==> src/rtl/keypad_pkg.sv <==
// keypad_pkg: shared types for the matrix-keypad scanner.
package keypad_pkg;
  localparam int KP_MAX_KW = 6;
  typedef enum logic [1:0] {IDLE, PRESS_PEND, HELD, REL_PEND} kp_state_t;
  // Frame result: the none flag marks "no key seen"; code is row*COLS+col.
  typedef struct packed {
    logic none;
    logic [KP_MAX_KW-1:0] code;
  } kp_result_t;
  localparam kp_result_t KP_NONE = '{none: 1'b1, code: '0};
  function automatic int key_width(input int rows, input int cols);
    return $clog2(rows * cols);
  endfunction
endpackage

==> src/rtl/keypad_scan_timer.sv <==
// keypad_scan_timer: column dwell counter, active-low one-hot column drive,
// row sample strobe and end-of-frame tick.
module keypad_scan_timer #(
  parameter int COLS = 4,
  parameter int SCAN_DIV = 1024,
  localparam int CW = $clog2(COLS),
  localparam int DW = $clog2(SCAN_DIV)
) (
  input  logic          clk,
  input  logic          rst_n,
  output logic [COLS-1:0] col_out,
  output logic [CW-1:0] col_idx,
  output logic          sample,
  output logic          frame_tick
);
  logic [DW-1:0] dwell;
  logic last_col;
  assign sample = dwell == DW'(SCAN_DIV - 1);
  assign last_col = col_idx == CW'(COLS - 1);
  assign col_out = ~(COLS'(1) << col_idx);
  // frame_tick lands on the first cycle of column 0, after the last column was sampled
  always_ff @(posedge clk)
    if (!rst_n) begin
      dwell <= '0;
      col_idx <= '0;
      frame_tick <= 1'b0;
    end else begin
      dwell <= sample ? '0 : dwell + DW'(1);
      if (sample) col_idx <= last_col ? '0 : col_idx + CW'(1);
      frame_tick <= sample && last_col;
    end
endmodule

==> src/rtl/keypad_scanner.sv <==
// keypad_scanner: parametrised matrix-keypad scanner with frame debounce and key events.
// Optional auto-repeat of held keys when KEYPAD_AUTOREPEAT_EN is defined.
module keypad_scanner import keypad_pkg::*; #(
  parameter int ROWS = 4,
  parameter int COLS = 4,
  parameter int SCAN_DIV = 1024,
  parameter int DEBOUNCE_FRAMES = 3,
  parameter int REPEAT_DELAY_FRAMES = 32,
  parameter int REPEAT_RATE_FRAMES = 8,
  localparam int KW = key_width(ROWS, COLS)
) (
  input  logic            clk,
  input  logic            rst_n,
  input  logic [ROWS-1:0] row_in,
  output logic [COLS-1:0] col_out,
  output logic            key_valid,
  output logic [KW-1:0]   key_code,
  output logic            key_held,
  output logic            key_multi
);
  localparam int CW = $clog2(COLS);
  logic [ROWS-1:0] row_s1, row_s2, hits;
  logic [CW-1:0] col_idx;
  logic sample, frame_tick;
  kp_result_t acc, first_hit, cand, cand_nxt;
  logic acc_multi, arm, hit, accept, rep_fire;
  kp_state_t state, state_nxt;
  logic [3:0] deb_cnt, deb_nxt, deb_inc;
  keypad_scan_timer #(.COLS(COLS), .SCAN_DIV(SCAN_DIV)) u_timer (
    .clk(clk),
    .rst_n(rst_n),
    .col_out(col_out),
    .col_idx(col_idx),
    .sample(sample),
    .frame_tick(frame_tick)
  );
  always_ff @(posedge clk)
    if (!rst_n) begin
      row_s1 <= '1;
      row_s2 <= '1;
    end else begin
      row_s1 <= row_in;
      row_s2 <= row_s1;
    end
  assign hits = ~row_s2;
  always_comb begin
    first_hit = KP_NONE;
    for (int r = ROWS - 1; r >= 0; r--)
      if (hits[r]) first_hit = '{none: 1'b0, code: KP_MAX_KW'(r * COLS) + KP_MAX_KW'(col_idx)};
  end
  // Columns are visited in order, so the first column with a hit wins
  always_ff @(posedge clk)
    if (!rst_n || frame_tick) begin
      acc <= KP_NONE;
      acc_multi <= 1'b0;
    end else if (sample) begin
      if (acc.none) acc <= first_hit;
      acc_multi <= acc_multi || $countones(hits) > 1 || (!acc.none && |hits);
    end
  assign hit = !acc.none && acc == cand;
  assign deb_inc = deb_cnt + 4'd1;
  always_ff @(posedge clk)
    if (!rst_n) begin
      state <= IDLE;
      deb_cnt <= '0;
      cand <= KP_NONE;
      arm <= 1'b1;
    end else begin
      state <= state_nxt;
      deb_cnt <= deb_nxt;
      cand <= cand_nxt;
      if (frame_tick) arm <= accept ? 1'b0 : (acc.none ? 1'b1 : arm);
    end
  // arm blocks a new press until an all-released frame follows the last accepted key
  always_comb begin
    state_nxt = state;
    deb_nxt = deb_cnt;
    cand_nxt = cand;
    accept = 1'b0;
    if (frame_tick)
      case (state)
        IDLE:
          if (!acc.none && arm) begin
            cand_nxt = acc;
            deb_nxt = 4'd1;
            accept = DEBOUNCE_FRAMES == 1;
            state_nxt = accept ? HELD : PRESS_PEND;
          end
        PRESS_PEND:
          if (hit) begin
            deb_nxt = deb_inc;
            accept = deb_inc >= 4'(DEBOUNCE_FRAMES);
            state_nxt = accept ? HELD : PRESS_PEND;
          end else begin
            cand_nxt = acc;
            deb_nxt = 4'd1;
            state_nxt = acc.none ? IDLE : PRESS_PEND;
          end
        HELD:
          if (!hit) begin
            deb_nxt = 4'd1;
            state_nxt = DEBOUNCE_FRAMES == 1 ? IDLE : REL_PEND;
          end
        REL_PEND:
          if (hit) state_nxt = HELD;
          else begin
            deb_nxt = deb_inc;
            state_nxt = deb_inc >= 4'(DEBOUNCE_FRAMES) ? IDLE : REL_PEND;
          end
        default: state_nxt = IDLE;
      endcase
  end
  always_comb key_held = state == HELD || state == REL_PEND;
`ifdef KEYPAD_AUTOREPEAT_EN
  localparam int RMAX = REPEAT_DELAY_FRAMES > REPEAT_RATE_FRAMES ? REPEAT_DELAY_FRAMES : REPEAT_RATE_FRAMES;
  localparam int RW = $clog2(RMAX + 1);
  logic [RW-1:0] rep_cnt, rep_inc;
  logic rep_fast, rep_step;
  assign rep_step = frame_tick && state == HELD && hit;
  assign rep_inc = rep_cnt + RW'(1);
  assign rep_fire = rep_step && rep_inc == (rep_fast ? RW'(REPEAT_RATE_FRAMES) : RW'(REPEAT_DELAY_FRAMES));
  // Counter holds its value through REL_PEND so a brief bounce does not restart the delay
  always_ff @(posedge clk)
    if (!rst_n || state_nxt == IDLE) begin
      rep_cnt <= '0;
      rep_fast <= 1'b0;
    end else if (rep_fire) begin
      rep_cnt <= '0;
      rep_fast <= 1'b1;
    end else if (rep_step) rep_cnt <= rep_inc;
`else
  assign rep_fire = 1'b0;
`endif
  always_ff @(posedge clk)
    if (!rst_n) begin
      key_valid <= 1'b0;
      key_code <= '0;
      key_multi <= 1'b0;
    end else begin
      key_valid <= accept || rep_fire;
      if (accept) key_code <= cand_nxt.code[KW-1:0];
      if (frame_tick) key_multi <= acc_multi;
    end
endmodule

==> config.mk <==
export PLATFORM = sky130hd
export DESIGN_NAME = keypad_scanner
export DESIGN_NICKNAME = d
export VERILOG_FILES = /design/src/rtl/keypad_pkg.sv /design/src/rtl/keypad_scan_timer.sv /design/src/rtl/keypad_scanner.sv
export SDC_FILE = /design/constraint.sdc
export NUM_CORES = 1
export LEC_CHECK = 0
export ABC_CLOCK_PERIOD_IN_PS = 2000
export CAP_MARGIN = 20
export CELL_PAD_IN_SITES_DETAIL_PLACEMENT = 1
export CELL_PAD_IN_SITES_GLOBAL_PLACEMENT = 2
export CORE_UTILIZATION = 30
export DETAILED_ROUTE_END_ITERATION = 8
export GPL_ROUTABILITY_DRIVEN = 0
export HOLD_SLACK_MARGIN = 0.06
export PLACE_DENSITY = 0.74
export RECOVER_POWER = 50
export SYNTH_ARGS = -nofsm -noshare
export SYNTH_HDL_FRONTEND = slang
export SYNTH_SLANG_ARGS = --single-unit
==> constraint.sdc <==
create_clock -name clk -period 2 [get_ports clk]
set_input_delay 0.2 -clock clk [delete_from_list [all_inputs] [get_ports clk]]
set_output_delay 0.2 -clock clk [all_outputs]
set_load 0.005 [all_outputs]
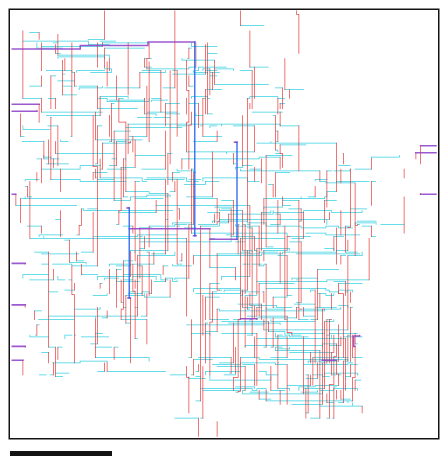
**Above:** run 1 (wiring by layer).
Bar = 20 um.
metal 4 -> blue  # wire length 74.8 um
metal 1 -> cyan  # wire length 2,150 um
metal 3 -> purple  # wire length 99.2 um
metal 2 -> red  # wire length 1,980 um
via count: 1,598
total global-route track usage: 13.3%
wire per inst: 13.1 um

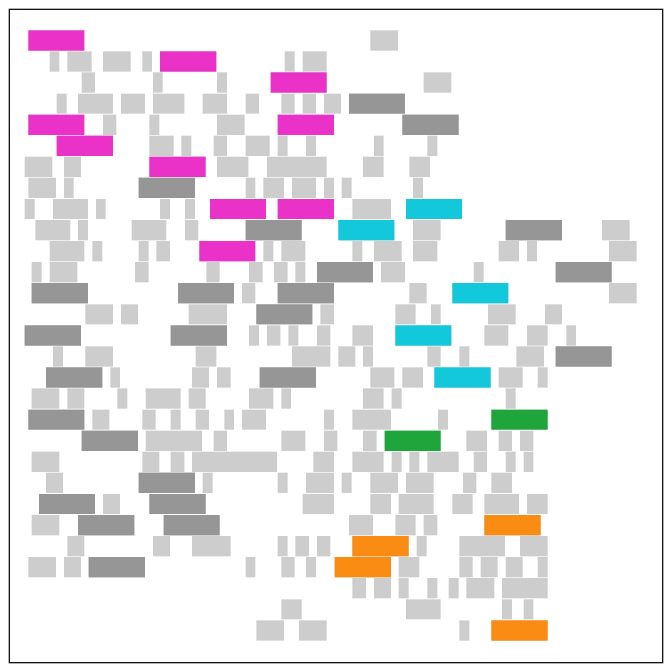
**Above:** run 1 (sequential cells grouped by signal name).
Other sequential cells in the stronger grey, the rest of the logic in the fainter grey.
cand -> cyan  # placed flops 5
u_timer.dwell -> magenta  # placed flops 10
deb_cnt -> orange  # placed flops 4
state -> green  # placed flops 2
not coloured = 24
Seq area share: 37.0%
Seq power: 918 uW
fin util: 37.9%
register area: 901 sq um

==> results_slide.txt, run 1 <==
Physical Implementation Snapshot

STA
  • RSZ-0062 raised after global routing: false
  • Max-slew headroom: 42.1%

Clock network
  • Root Buffer: clkbuf_8
  • CTS Hold Bufs: 0
  • Post-cts sizing count: 0
  • CTS tree: built
  • Worst-path clk slew: 90 ps

Worst hold path
  • HP Class: flip-flop to flip-flop

Logic synthesis
  • Synth warn: 0
  • Most frequently used flop master after synthesis: dfxtp_1
  • Async set or reset register ratio after synthesis: 0%
  • Cell Type Count: 46
  • Synthesized area: 2030 sq um
  • Yosys reg bits: 45
  • Floorplan Nets: 236
  • Syn_area_per_cell: 9.17 sq um
  • Post-synth seq share: 44.5%
  • Yosys chip area: 2030 sq um

Global routing
  • First-pass GRT wire length: 7.40 mm
  • Vias in the first global route: 1,608
  • GR Util met2: 21.4%
  • Grt total ovfl: 0
  • Met1 usage: 17.1%

Worst setup path
  • Peak fanout along the critical path: 5
  • Req. time, crit path: 2240 ps
  • Crit Path Class: flip-flop to flip-flop

Placed design
  • PortBufs: 16
  • Pre-CTS setup slack: 88.8 ps
  • DP Area: 2340 sq um

Floorplan
  • Core Region: 6420 sq um
  • Die W: 84.2 um
  • Row count: 29
  • Fp_density: 31.5%

Final layout
  • Final layout net count: 264
  • Final non-filler cell total: 327

Routing
  • Routed WL: 4.30 mm
  • Drt initial violations: 50
  • Via density: 4.89
  • Remaining DRCs: 0

Outcome
  • Status: finished, final reports clean

Pwr
  • Tot Pwr: 1.67 mW
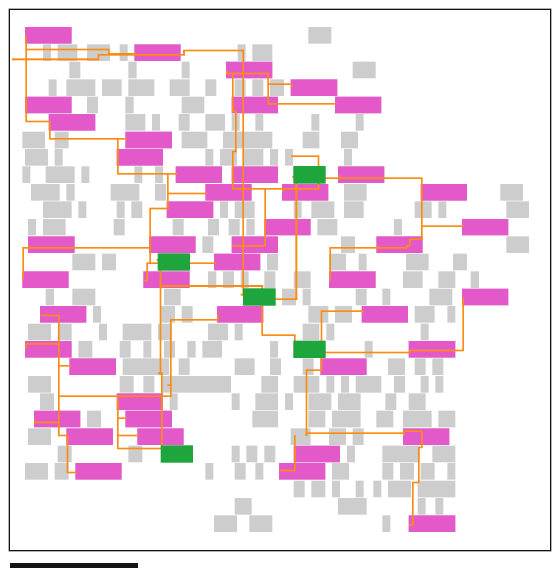
**Above:** run 1 (clock network drawn from the DEF).
Bar = 20 um.
clock wires -> orange  # length 629 um
flip-flops -> magenta  # count 45
clock drivers -> green  # count 5
routed clock nets = 6
clk_skew: 5.48 ps
Clock group: 699 uW
clk_lat worst skew: 300 ps

run 1: layout by cell type (no fill, tap or decap), types with 2 or more instances in the layout:
cell type | synthesis | final
dfxtp_1 | 45 | 45
o21ai_0 | 9 | 9
clkdlybuf4s50_1 | 0 | 9
clkbuf_1 | 5 | 4
clkbuf_8 | 0 | 5
a211oi_1 | 4 | 4
nor3_1 | 3 | 3
o32ai_2 | 1 | 2
o211ai_1 | 2 | 2
xnor2_1 | 8 | 8
a21oi_1 | 12 | 12
nand2b_1 | 10 | 10
and2_1 | 2 | 2
nor2_1 | 30 | 31
ha_1 | 8 | 8
nor2b_1 | 2 | 2
dlygate4sd3_1 | 0 | 7
nand2_1 | 17 | 17
maj3_1 | 2 | 2
buf_4 | 0 | 9
xor2_1 | 4 | 4
mux2i_1 | 7 | 7
inv_1 | 12 | 12
nand4_1 | 1 | 2
nand3_1 | 10 | 10
run 1: where the power goes:
part / internal, mW / total (mW) / switching (mW)
Clock: 0.375 / 0.699 / 0.324
Combinational: 0.0224 / 0.0487 / 0.0262
Sequential: 0.908 / 0.918 / 0.00992
run 1: flip-flops by register name, indices dropped and copies added, names as in the netlist:
name	cells
state	2
key_valid	1
deb_cnt	4
row_s2	4
row_s1	4
u_timer.frame_tick	1
acc_multi	1
key_code	4
u_timer.dwell	10
u_timer.col_idx	2
arm	1
acc	5
cand	5
key_multi	1
run 1: critical path, delay by kind of cell, from the launching register on:
family                     cells  cell delay, ps
AOI/OAI and AO/OA              2             400
and+or+nand+nor                4             810
adders and majority gates      1             200
DFF                            1             380
run 1: layout make-up:
class	count	area (sq um)	share of cell area, %
flip-flops and latches	45	901	37.0
multi-input cells	156	1040	42.6
clock buffers	6	72.6	2.98
repair buffers	28	239	9.82
clock inverters	2	38.8	1.59
inverters	13	48.8	2.01
well taps	77	96.3	3.96
run 1: kinds of logic (layout without fill, tap and decap cells):
kind of cell | Yosys count | count (layout) | share of synthesized area, %
AOI/OAI and AO/OA | 38 | 38 | 12.8
xor gates and xnor gates | 12 | 12 | 5.19
adders and majority gates | 11 | 11 | 6.92
buffers and inverters | 20 | 49 | 3.83
DFF | 45 | 45 | 44.5
muxes | 8 | 8 | 4.01
and+or+nand+nor | 87 | 87 | 22.7
run 1: worst paths after layout:
kind	start	to	slack, ps	depth (start not counted)
setup / recovery	u_timer.dwell[0]	acc[3]	150	7
hold / removal	row_s1[1]	row_s2[1]	410	1
setup reg to reg	u_timer.dwell[0]	acc[3]	150	7
hold reg to reg	row_s1[1]	row_s2[1]	410	1
run 1: per-layer routing:
layer  share of wire, %  vias to the layer above  wire length [um]
met5                  0                        -                 0
met4                1.7                        0                74
met3                2.3                        7                99
met2                 46                       22              1980
met1                 50                      764              2150
li1                   -                      805                 -
--- run 2 (diff from run 1) ---
--- a/config.mk
+++ b/config.mk
@@ -13,7 +13,7 @@
 export DETAILED_ROUTE_END_ITERATION = 8
 export GPL_ROUTABILITY_DRIVEN = 0
 export HOLD_SLACK_MARGIN = 0.06
-export PLACE_DENSITY = 0.74
+export PLACE_DENSITY = 0.7
 export RECOVER_POWER = 50
 export SYNTH_ARGS = -nofsm -noshare
 export SYNTH_HDL_FRONTEND = slang
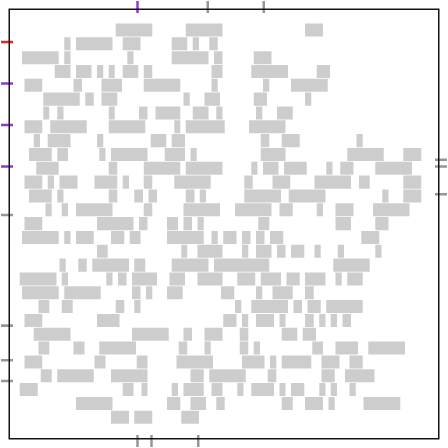
**Above:** run 2 (ports around the boundary).
Pins as bars across the die edge, other pins in grey.
col_out -> purple  # pins 4, direction output, edge 3 left, 1 top
clk -> red  # pins 1, direction input, edge left
all pins by edge = 8 left, 3 top, 3 right, 3 bottom
die y size: 84.2 um
PortBufs: 16
Die W: 84.2 um

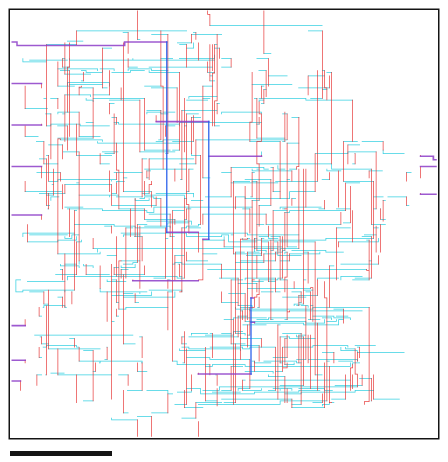
**Above:** run 2 (wiring by layer).
Bar = 20 um.
metal 4 -> blue  # wire length 75.5 um
metal 3 -> purple  # wire length 123 um
metal 2 -> red  # wire length 2,060 um
metal 1 -> cyan  # wire length 2,240 um
wire per inst: 13.8 um
total global-route track usage: 13.9%
via count: 1,585

==> run 2 against run 1 <==
Effect of this change: the flow now finishes with violations (design-rule violations); clock power is 5.2% lower; sequential share of layout area is 0.30 points lower; global-route usage is 0.67 points higher; power is 2.0% lower; critical path depth stayed put; via count is 0.81% lower.
==> results_slide.txt, run 2 <==
Physical Implementation Snapshot

Logic synthesis
  • Floorplan Nets: 236
  • Synthesized area: 2030 sq um
  • Most frequently used flop master after synthesis: dfxtp_1
  • Syn_area_per_cell: 9.17 sq um
  • Cell Type Count: 46
  • Synth warn: 0
  • Yosys top cell by area: dfxtp_1
  • Yosys chip area: 2030 sq um
  • Post-synth seq share: 44.5%
  • Async set or reset register ratio after synthesis: 0%

Worst hold path
  • HP Class: flip-flop to flip-flop

Clock network
  • Worst-path clk slew: 90 ps
  • CTS Hold Bufs: 0
  • Clk_lat worst skew: 290 ps
  • CTS tree: built

Routing
  • Drt initial violations: 96
  • Remaining DRCs: 2
  • Routed WL: 4.50 mm

Outcome
  • Status: finished with violations
  • Failing checks: design-rule violations

Final layout
  • Top reg by flops: u_timer.dwell
  • Top cell excl fill/tap: dfxtp_1
  • Final non-filler cell total: 327
  • Most frequent cells in the layout: dfxtp_1 (45), nor2_1 (29), nand2_1 (17), inv_1 (12), a21oi_1 (11)
  • Flip-flop count of the largest register after layout: 10
  • Top Registers: u_timer.dwell (10), acc (5), cand (5)
  • Final layout net count: 265

Floorplan
  • Core Region: 6420 sq um
  • Row count: 29

Worst setup path
  • Peak fanout along the critical path: 5
  • Crit Path Class: flip-flop to flip-flop

STA
  • Max-slew headroom: 69.2%
  • Clk_skew: 8.62 ps
  • RSZ-0062 raised after global routing: false

Global routing
  • Grt total ovfl: 0
  • First-pass GRT wire length: 7.78 mm
## run 2: power breakdown
group          internal (mW)  switching, mW  total, mW
Clock                  0.363          0.300      0.663
Sequential             0.908         0.0104      0.918
Combinational         0.0234         0.0271     0.0506
Total                   1.29          0.338       1.63
## run 2: logic make-up (layout without fill, tap and decap cells)
logic type / Yosys count / count (layout) / share of synthesized area [%]
AOI/OAI and AO/OA: 38 / 38 / 12.8
xor gates and xnor gates: 12 / 12 / 5.19
adders and majority gates: 11 / 11 / 6.92
buffers and inverters: 20 / 49 / 3.83
DFF: 45 / 45 / 44.5
muxes: 8 / 8 / 4.01
and+or+nand+nor: 87 / 87 / 22.7
## run 2: final timing paths
kind                                       start        end  slack (ps)  cells past startpoint
worst max-delay path            u_timer.dwell[0]     acc[3]         110                      7
worst min-delay path                   row_s1[1]  row_s2[1]         410                      1
worst max register to register  u_timer.dwell[0]     acc[3]         110                      7
worst min register to register         row_s1[1]  row_s2[1]         410                      1
## run 2: layout make-up
class / instances / area, sq um / area share (%)
flip-flops and latches: 45 / 901 / 36.7
multi-input cells: 156 / 1060 / 43.1
repair buffers: 29 / 246 / 10.0
clock inverters: 2 / 35.0 / 1.43
clock buffers: 5 / 68.8 / 2.80
inverters: 13 / 48.8 / 1.99
well taps: 77 / 96.3 / 3.93
## run 2: worst max-delay path, cell delays in order (launching register included)
cell     delay, ps
dfxtp_1        380
ha_1           220
and3_4         210
and4_4         250
nand4_4        100
or2_4          270
a211o_1        280
a21oi_2        120
## run 2: through the flow
stage	utilization (%)	cell area [sq um]	power, mW	hold slack [ps]	worst slack, ps
2_1_floorplan	-	2030	0.966	301	161
3_3_place_gp	36.6	2350	0.992	390	166
3_5_place_dp	36.6	2350	0.993	397	106
4_1_cts	38.2	2450	1.67	418	66.5
5_1_grt	38.2	2450	1.72	439	10.2
6_report	38.2	2450	1.63	415	110
## run 2: routing by layer
metal  part of all wire, %  vias to the layer above  global-route usage [%]
li1                      -                      802                       -
met1                    50                      756                    17.9
met2                    46                       19                    22.9
met3                   2.7                        8                    3.05
met4                   1.7                        0                    5.49
met5                     0                        -                       0
--- run 3 (diff from run 2) ---
--- a/config.mk
+++ b/config.mk
@@ -13,7 +13,7 @@
 export DETAILED_ROUTE_END_ITERATION = 8
 export GPL_ROUTABILITY_DRIVEN = 0
 export HOLD_SLACK_MARGIN = 0.06
-export PLACE_DENSITY = 0.7
+export PLACE_DENSITY = 0.78
 export RECOVER_POWER = 50
 export SYNTH_ARGS = -nofsm -noshare
 export SYNTH_HDL_FRONTEND = slang
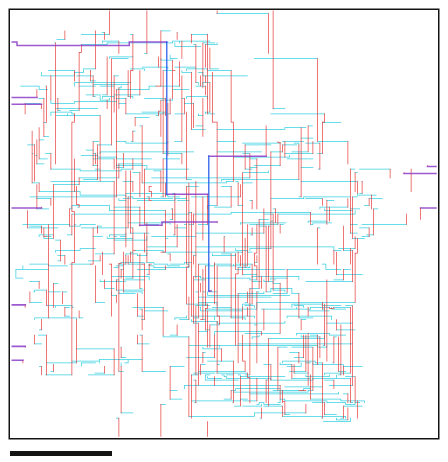
**Above:** run 3 (wiring by layer).
Bar = 20 um.
metal 2 -> red  # wire length 1,950 um
metal 4 -> blue  # wire length 56.4 um
metal 3 -> purple  # wire length 102 um
metal 1 -> cyan  # wire length 2,120 um
total global-route track usage: 12.8%
Routed WL: 4.24 mm
wire per inst: 13.0 um
via count: 1,584

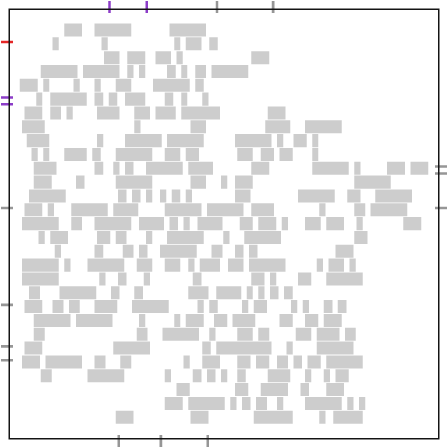
**Above:** run 3 (ports around the boundary).
Pins as bars across the die edge, other pins in grey.
col_out -> purple  # pins 4, direction output, edge 2 left, 2 top
clk -> red  # pins 1, direction input, edge left
all pins by edge = 7 left, 4 top, 3 right, 3 bottom

==> run 3 against run 2 <==
Effect of this change: the flow now finishes without violations; count of clock-buffer cells in the layout is 1 higher; synthesized cell count did not move; worst hold slack is essentially flat; sequential power about the same; sequential share of layout area is 0.13 points higher; final area down 0.20%; wire length is 6.0% lower; combinational power decreased by 2%; power up 3.8%; die area unchanged; critical path type unchanged; largest cell class unchanged.
==> results_slide.txt, run 3 <==
Physical Implementation Snapshot

Routing
  • Drt initial violations: 36
  • Remaining DRCs: 0
  • Via density: 4.84

Final layout
  • Top Registers: u_timer.dwell (10), acc (5), cand (5)
  • Top reg by flops: u_timer.dwell
  • Flip-flop count of the largest register after layout: 10
  • Final layout net count: 264
  • Top cell excl fill/tap: dfxtp_1
  • Most frequent cells in the layout: dfxtp_1 (44), nor2_1 (31), nand2_1 (17), inv_1 (12), a21oi_1 (12)

Logic synthesis
  • Yosys reg bits: 45
  • Post-synth seq share: 44.5%
  • Dominant comb cell: simple AND/OR/NAND/NOR gates
  • Floorplan Nets: 236
  • Xor/xnor share: 5.19%
  • Yosys chip area: 2030 sq um
  • Complex Gates by Area: 12.8%

Worst setup path
  • Worst r2r path cells: 7
  • R2R Path End: acc[3]
  • Reg2reg setup slack: 130 ps

Floorplan
  • Row count: 29
  • Die y size: 84.2 um
  • Core Region: 6420 sq um
  • Fp_density: 31.5%

STA
  • WHS: 415 ps
  • RSZ-0062 raised after global routing: false

Worst hold path
  • Hold EP: row_s2[0]
  • HP Class: flip-flop to flip-flop

Clock network
  • Clk_lat worst skew: 300 ps

Global routing
  • First-pass GRT wire length: 7.20 mm
  • Grt total ovfl: 0

Outcome
  • Status: finished, final reports clean
[run 3: worst max-delay path by stage]
stage,from,endpoint,slack [ps],cells after the start
after detailed placement,deb_cnt[1],key_code[0],50,8
after floorplan,deb_cnt[0],state[0],160,7
after global routing,u_timer.dwell[0],acc[3],20,7
final,u_timer.dwell[0],acc[3],130,7
after global placement,deb_cnt[1],key_code[3],180,8
after CTS,deb_cnt[1],key_code[0],30,8
[run 3: timing repair]
item / 4_1_cts / 5_1_grt
resized: 0 / 3
setup endpoints to repair: 0 / 6
setup buffers: 0 / 0
hold buffers: 0 / 0
[run 3: logic make-up (layout without fill, tap and decap cells)]
group | Yosys count | count (layout)
and+or+nand+nor | 87 | 87
DFF | 45 | 45
AOI/OAI and AO/OA | 38 | 38
buffers and inverters | 20 | 49
xor gates and xnor gates | 12 | 12
adders and majority gates | 11 | 11
muxes | 8 | 8
[run 3: report_power, final]
group          total (mW)  leakage (nW)  switching [mW]  internal [mW]
Sequential          0.918         0.366         0.00988          0.908
Clock               0.726        0.0574           0.320          0.407
Combinational      0.0495         0.516          0.0268         0.0227
Total                1.69         0.939           0.357           1.34
[run 3: layer usage]
layer / share of wire [%] / track usage (%) / vias up
met2: 46 / 21.5 / 14
met4: 1.3 / 4.23 / 0
met1: 50 / 16.4 / 762
met3: 2.4 / 2.95 / 5
li1: - / - / 803
met5: 0 / 0 / -
[run 3: final cells by class]
cell class              instances  area, sq um  share of cell area (%)
inverters                      13         48.8                    1.99
multi-input cells             156         1040                    42.4
clock inverters                 2         37.5                    1.53
flip-flops and latches         45          902                    36.8
repair buffers                 28          243                    9.91
well taps                      77         96.3                    3.93
clock buffers                   6         82.6                    3.37
[run 3: metrics by stage]
| stage | utilization [%] | std cells | power [mW] | cell area, sq um | setup WS, ps |
|---|---|---|---|---|---|
| floorplan | - | 221 | 0.966 | 2030 | 161 |
| global placement | 36.5 | 319 | 0.991 | 2340 | 180 |
| detailed placement | 36.5 | 319 | 0.991 | 2340 | 46.3 |
| CTS | 38.4 | 327 | 1.72 | 2460 | 26.7 |
| global route | 38.1 | 327 | 1.76 | 2450 | 19.6 |
| finish | 38.1 | 327 | 1.69 | 2450 | 129 |
[run 3: worst max-delay path, stage by stage (launching register included)]
cell     delay [ps]
dfxtp_1         380
ha_1            200
and3_4          200
and4_4          240
nand4_4         100
or2_4           270
a211o_1         290
a21oi_2         120
Power is estimated from default activity; no workload was simulated.
